<file path="src/rtl/fir_mac_if.sv">
// Bundle of the sample, coefficient-ROM and filtered-output signals of the
// time-multiplexed FIR engine. The producer/ROM/consumer side uses master,
// the engine itself uses slave.
interface fir_mac_if #(
    parameter int TAPS   = 32,
    parameter int COEF_W = 20
);
    localparam int AW = $clog2(TAPS);

    logic signed [15:0]       data;
    logic                     data_valid;
    logic                     data_ready;
    logic [AW-1:0]            coef_addr;
    logic signed [COEF_W-1:0] coef_data;
    logic [15:0]              fir_d;
    logic                     fir_valid;
    logic                     busy;

    modport master (
        output data, data_valid, coef_data,
        input  data_ready, coef_addr, fir_d, fir_valid, busy
    );

    modport slave (
        input  data, data_valid, coef_data,
        output data_ready, coef_addr, fir_d, fir_valid, busy
    );
endinterface

</file>
<file path="src/rtl/fir_mac_sequencer.sv">
// Time-multiplexed FIR filter: one shared multiply-accumulate walks all taps
// of a circular sample buffer for every accepted sample, then emits one
// quantized output. Outputs are only strobed once the buffer holds TAPS real
// samples; the zero-cleared buffer supplies leading zeros until then.
module fir_mac_sequencer #(
    parameter int TAPS   = 32,
    parameter int COEF_W = 20
) (
    input  logic           clk,
    input  logic           rst,
    fir_mac_if.slave       bus
);
    localparam int AW    = $clog2(TAPS);
    localparam int ACC_W = 16 + COEF_W;
    localparam logic [AW:0] LAST_TAP  = (AW+1)'(TAPS - 1);
    localparam logic [AW:0] WARM_FULL = (AW+1)'(TAPS);

    typedef enum logic [1:0] {
        IDLE,
        MAC,
        OUT
    } state_t;

    state_t                   state_q, state_d;
    logic signed [15:0]       sampleBuf_q [TAPS];
    logic [AW-1:0]            wrPtr_q;
    logic [AW-1:0]            base_q;
    logic [AW:0]              warm_q;
    logic [AW:0]              k_q;
    logic signed [ACC_W-1:0]  acc_q;
    logic [15:0]              firD_q;
    logic                     firValid_q;

    logic                     accept;
    logic                     lastTap;
    logic [AW-1:0]            tapIdx;
    logic signed [ACC_W-1:0]  product;
    logic [15:0]              quantized;
    logic                     unusedAccBits;

    // Tap k reads the sample k positions older than the newest one.
    assign tapIdx  = base_q - k_q[AW-1:0];
    assign product = ACC_W'(sampleBuf_q[tapIdx]) * ACC_W'(bus.coef_data);

    // Guard and low-order accumulator bits are deliberately discarded by the
    // output quantizer.
    assign unusedAccBits = ^{acc_q[ACC_W-3:31], acc_q[15:0]};

    // State register.
    always_ff @(posedge clk or posedge rst) begin
        if (rst) begin
            state_q <= IDLE;
        end else begin
            state_q <= state_d;
        end
    end

    // Next-state logic plus the accept/last-tap control strobes.
    always_comb begin
        state_d = state_q;
        accept  = 1'b0;
        lastTap = 1'b0;
        case (state_q)
            IDLE: begin
                accept = bus.data_valid;
                if (accept) begin
                    state_d = MAC;
                end
            end
            MAC: begin
                lastTap = (k_q == LAST_TAP);
                if (lastTap) begin
                    state_d = OUT;
                end
            end
            OUT: begin
                state_d = IDLE;
            end
            default: begin
                state_d = IDLE;
            end
        endcase
    end

    // Sample capture: circular write, newest-sample pointer and warm-up count.
    always_ff @(posedge clk or posedge rst) begin
        if (rst) begin
            for (int i = 0; i < TAPS; i++) begin
                sampleBuf_q[i] <= '0;
            end
            wrPtr_q <= '0;
            base_q  <= '0;
            warm_q  <= '0;
        end else if (accept) begin
            sampleBuf_q[wrPtr_q] <= bus.data;
            base_q  <= wrPtr_q;
            wrPtr_q <= wrPtr_q + AW'(1);
            if (warm_q != WARM_FULL) begin
                warm_q <= warm_q + (AW+1)'(1);
            end
        end
    end

    // Multiply-accumulate: one tap per MAC cycle, cleared on every new sample.
    always_ff @(posedge clk or posedge rst) begin
        if (rst) begin
            acc_q <= '0;
            k_q   <= '0;
        end else if (accept) begin
            acc_q <= '0;
            k_q   <= '0;
        end else if (state_q == MAC) begin
            acc_q <= acc_q + product;
            k_q   <= k_q + (AW+1)'(1);
        end
    end

    // Quantizer: keep the sign, take bits 30:16, round negatives up by one.
    always_comb begin
        quantized = {acc_q[ACC_W-2], acc_q[30:16]};
        if (acc_q[ACC_W-1]) begin
            quantized = {1'b1, acc_q[30:16]} + 16'd1;
        end
    end

    // Output register: fir_d updates every OUT cycle, strobe only when warm.
    always_ff @(posedge clk or posedge rst) begin
        if (rst) begin
            firD_q     <= '0;
            firValid_q <= 1'b0;
        end else begin
            firValid_q <= 1'b0;
            if (state_q == OUT) begin
                firD_q     <= quantized;
                firValid_q <= (warm_q == WARM_FULL);
            end
        end
    end

    assign bus.data_ready = (state_q == IDLE);
    assign bus.busy       = (state_q != IDLE);
    assign bus.coef_addr  = k_q[AW-1:0];
    assign bus.fir_d      = firD_q;
    assign bus.fir_valid  = firValid_q;

endmodule

</file>
<file path="src/flat_wrapper.sv">
// flat-port wrapper written by rule: the top's interface ports become plain ports
module fir_mac_sequencer_flat 
#(
    parameter int TAPS   = 32,
    parameter int COEF_W = 20
)
  (clk, rst, bus_data, bus_data_valid, bus_coef_data, bus_data_ready, bus_coef_addr, bus_fir_d, bus_fir_valid, bus_busy);
  fir_mac_if #(.TAPS(TAPS), .COEF_W(COEF_W)) bus_i ();
  input  logic clk;
  input  logic rst;
  input wire logic [$bits(bus_i.data)-1:0] bus_data;
  input wire logic [$bits(bus_i.data_valid)-1:0] bus_data_valid;
  input wire logic [$bits(bus_i.coef_data)-1:0] bus_coef_data;
  output wire logic [$bits(bus_i.data_ready)-1:0] bus_data_ready;
  output wire logic [$bits(bus_i.coef_addr)-1:0] bus_coef_addr;
  output wire logic [$bits(bus_i.fir_d)-1:0] bus_fir_d;
  output wire logic [$bits(bus_i.fir_valid)-1:0] bus_fir_valid;
  output wire logic [$bits(bus_i.busy)-1:0] bus_busy;
  assign bus_i.data = bus_data;
  assign bus_i.data_valid = bus_data_valid;
  assign bus_i.coef_data = bus_coef_data;
  assign bus_data_ready = bus_i.data_ready;
  assign bus_coef_addr = bus_i.coef_addr;
  assign bus_fir_d = bus_i.fir_d;
  assign bus_fir_valid = bus_i.fir_valid;
  assign bus_busy = bus_i.busy;
  fir_mac_sequencer #(.TAPS(TAPS), .COEF_W(COEF_W)) u_core (.clk(clk), .rst(rst), .bus(bus_i));
endmodule
</file>
<file path="config.mk">
export PLATFORM = sky130hd
export DESIGN_NAME = fir_mac_sequencer_flat
export DESIGN_NICKNAME = d
export VERILOG_FILES = /design/src/rtl/fir_mac_if.sv /design/src/rtl/fir_mac_sequencer.sv /design/src/flat_wrapper.sv
export SDC_FILE = /design/constraint.sdc
export NUM_CORES = 2
export LEC_CHECK = 0
export CAP_MARGIN = 10
export CORE_MARGIN = 10
export CORE_UTILIZATION = 65
export CTS_CLUSTER_SIZE = 12
export DETAILED_ROUTE_END_ITERATION = 7
export GPL_TIMING_DRIVEN = 0
export MAX_ROUTING_LAYER = met4
export PLACE_DENSITY = 0.81
export REMOVE_ABC_BUFFERS = 1
export SLEW_MARGIN = 20
export SYNTH_ARGS = -nofsm -noshare
export SYNTH_HDL_FRONTEND = slang
export SYNTH_SLANG_ARGS = --single-unit
</file>
<file path="constraint.sdc">
create_clock -name clk -period 33.1 [get_ports clk]
set_clock_uncertainty 0.05 [all_clocks]
set_input_delay 8.275 -clock clk [delete_from_list [all_inputs] [get_ports clk]]
set_output_delay 8.275 -clock clk [all_outputs]
set_load 0.01 [all_outputs]
</file>
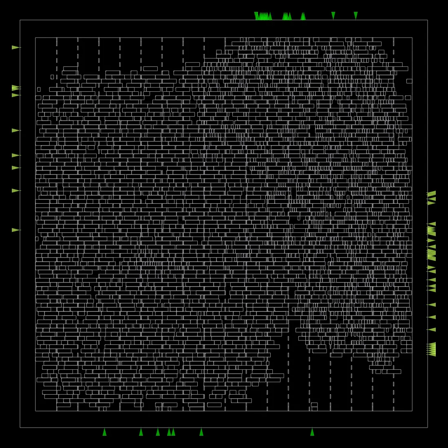
placement.png
Post-Layout Cell Count: 3,913
TAP cells: 782
final core occ: 71.0%

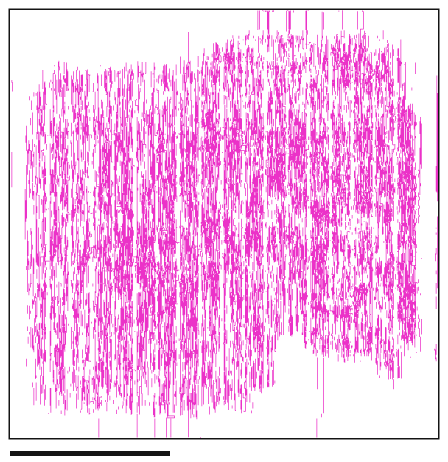
layer_met2.png
Bar = 100 um.
share of all routed wire = 50%
wire length on this layer = 48.5 mm
routed via count: 24,800
final WL: 96,500 um
GR Util met2: 47.2%

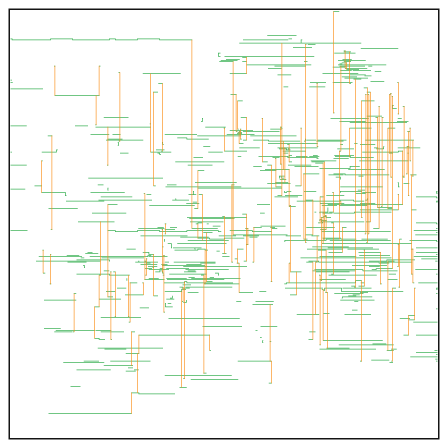
wires.png
Only two layers are drawn.
green -> metal 3  # wire length 6,380 um
orange -> metal 4  # wire length 4,600 um
Tot GR Track Use: 29.0%
wire length per cell: 24.7 um

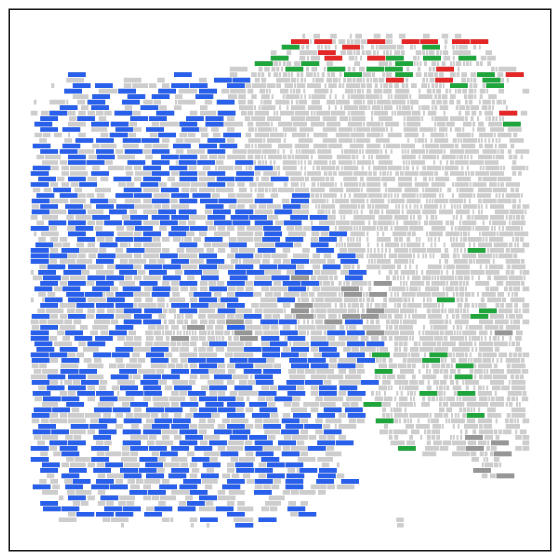
flops_by_reg.png
red -> u_core.bus.fir_d  # sequential cells 16
green -> u_core.acc_q  # sequential cells 36
blue -> u_core.sampleBuf_q  # sequential cells 512
not colored = 25
FF/Latch Area: 14,700 um^2
Seq area share: 34.3%

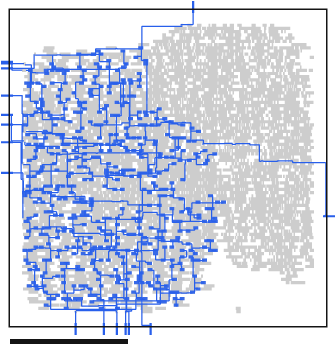
io_fan.png
Bar = 100 um.
blue -> bus_data  # bits 16, direction input, edge 8 left, 6 bottom, 1 right, 1 top, end cells 512, wire 5,710 um
input/output buffers: 62
IO Pins: 63

==> qor.yml <==
clocking:
  cts-htree-levels: 2
  clockBufferDepth: 3
  cts_resized: 0
  cts_hold_buf: 0
  clock_latency_ns: 0.66
  cts.sinks: 589
  cts_tree: "built"
  cts_setup_buffers: 0
  cts_buffers: 60
  clkTransAtPathRegs_ns: 0.06
finish:
  numSequentialCells: 589
  num-nonclk-inverters: 402
  final_net_count: 3603
  final-nonclk-buf-share_pct: 2.61
  nClkBuffers: 87
  syn2layout_area_growth_pct: 8.07
  final-comb-area_um2: 22700
  clkCellAreaFrac_pct: 4.35
  comb-cell-share_pct: 52.9
  nNonClkBuffers: 94
  antenna_cells: 1
  lay_top_count: "dfrtp_1"
  fin_area_um2: 42900
  lay_top_cells: "589 x dfrtp_1, 526 x mux2_2, 401 x inv_1"
  drive_gt1_share_pct: 27.2
  comb_cells: 1946
  largestClassByArea: "logic gates"
yosys:
  logic_family: "multiplexers"
  area_leaders: "dfrtp_1 37%, fa_1 18%, mux2_2 15%"
  synth_area_um2: 39700
  synthCells: 3139
  yosys.area.top_type_share_pct: 37.1
  ys.flops: 589
  mux_area_share_pct: 24.1
  synth_cell_types: 62
  fa_ha_area_share_pct: 21.5
  synth-main-ff-cell: "dfrtp_1"
  common_cells: "589 x dfrtp_1, 526 x mux2_2, 402 x inv_1"
  ys_warn_count: 0
  synth-xor-area-share_pct: 1.61
  avgSynthCellArea_um2: 12.7
  ys_seq_share_pct: 37.1
  synth_chip_area_um2: 39700
  ys_cells: 3139
  edf_count: 0
  async_reset_ff_share_pct: 100
  ys_sh_aoi_pct: 2.28
floorplanning:
  fp-utilization_pct: 65.7
  die_x_um: 267
  design.core.area_um2: 60500
  row_count: 90
  dieArea_um2: 71400
setup_path:
  crit_end: "u_core.acc_q[33]$_DFFE_PP0P_"
  timing.rr.end: "u_core.acc_q[33]$_DFFE_PP0P_"
  cp_data_required_time_ns: 33.60
  worstPathCellList: "clkdlybuf4s50_1, and2_1, fa_1, inv_1, fa_1, fa_1, inv_1, fa_1, fa_1, inv_1, fa_1, inv_1, ha_1, nand2_1, o21ai_0, a311oi_1, o32ai_1, o31ai_1, a21oi_1, a21o_1, a211oi_1, o31ai_1"
  rr_startpoint: "u_core.k_q[0]$_DFFE_PP0P_"
  critPathMostFrequentCell: "fa_1"
  path_buffers: 5
  crit_family: "adder cells"
  endpoint_kind: "flip-flop"
  reg2reg_slack_ns: 22.75
  crit_arrival_ns: 15.46
  critical_path_class: "in2reg"
  crit_start: "bus_coef_data[12]"
  path_depth: 22
  cpPeakStageDelay_ns: 0.85
  cp-start-kind: "primary input"
  reg2reg_depth: 28
placement:
  dpl_worst_slack_ns: 17.60
  gp_congestion: 0.946
  place_area_um2: 41100
  hpwl_um: 65600
  dp_cells: 3813
timing:
  period_needed_ns: 14.96
  rsz0062_at_grt: "false"
  drv_slew: 0
  slew_headroom_pct: 24.4
  hold_ws_ns: 0.431
  setup_tns_ns: 0
  hold_viol_final: 0
  max_freq_mhz: 66.8
  setup_viol: 0
  worst_pin_slew_ns: 1.13
  timing.final.ws_setup_ns: 18.14
  finalCritPeriodShare_pct: 45.2
global_route:
  met1_usage_pct: 35.7
  grt_pass1_vias: 28000
  antenna_found_initial: 1
  use_met3_pct: 4.48
  grt_most_used_layer: "met2"
  overflow: 0
  grt_pass1_wl_um: 155000
  grt_max_degree: 117
power_and_ir_drop:
  power_frac_clock_pct: 15.6
  p_total_mw: 4.21
  vdd_drop_max_v: 0.000106
  combPwrFrac_pct: 63.8
  sw_frac_of_total_pct: 44.8
  power.leakage_nw: 21.4
  p_per_area_nw_per_um2: 97.9
  p_comb_mw: 2.68
  pwr-share-seq_pct: 20.6
  maxPowerGroup: "combinational cells"
  internal-power_mw: 2.32
  powerSeq_mw: 0.866
  power.switching_mw: 1.89
  p_clk_mw: 0.656
status:
  status: "completed"
worst_hold_path:
  min_from: "u_core.bus.fir_d[0]$_DFFE_PP0P_"
  hold-path-cell-count: 2
  hp-class: "reg2reg"
run:
  drv_cap: 0
  warnings: 33
routing:
  postRouteAntennaNets: 0
  vias_per_cell: 6.34
  drtPass1Iterations: 5
  drc: 0
-- layer usage --
metal	share of wire (%)	wire length [um]
met5	0	0
met4	4.8	4600
met3	6.6	6380
met2	50	48500
met1	38	37000
-- flip-flops by register name, indices dropped and copies added (netlist names) --
| name | cells |
|---|---|
| u_core.bus.fir_d | 16 |
| u_core.wrPtr_q | 5 |
| u_core.bus.fir_valid | 1 |
| u_core.sampleBuf_q | 512 |
| u_core.warm_q | 6 |
| u_core.state_q | 2 |
| u_core.base_q | 5 |
| u_core.acc_q | 36 |
| u_core.k_q | 6 |
No activity file was given, so power comes from the tool's default toggle rates.
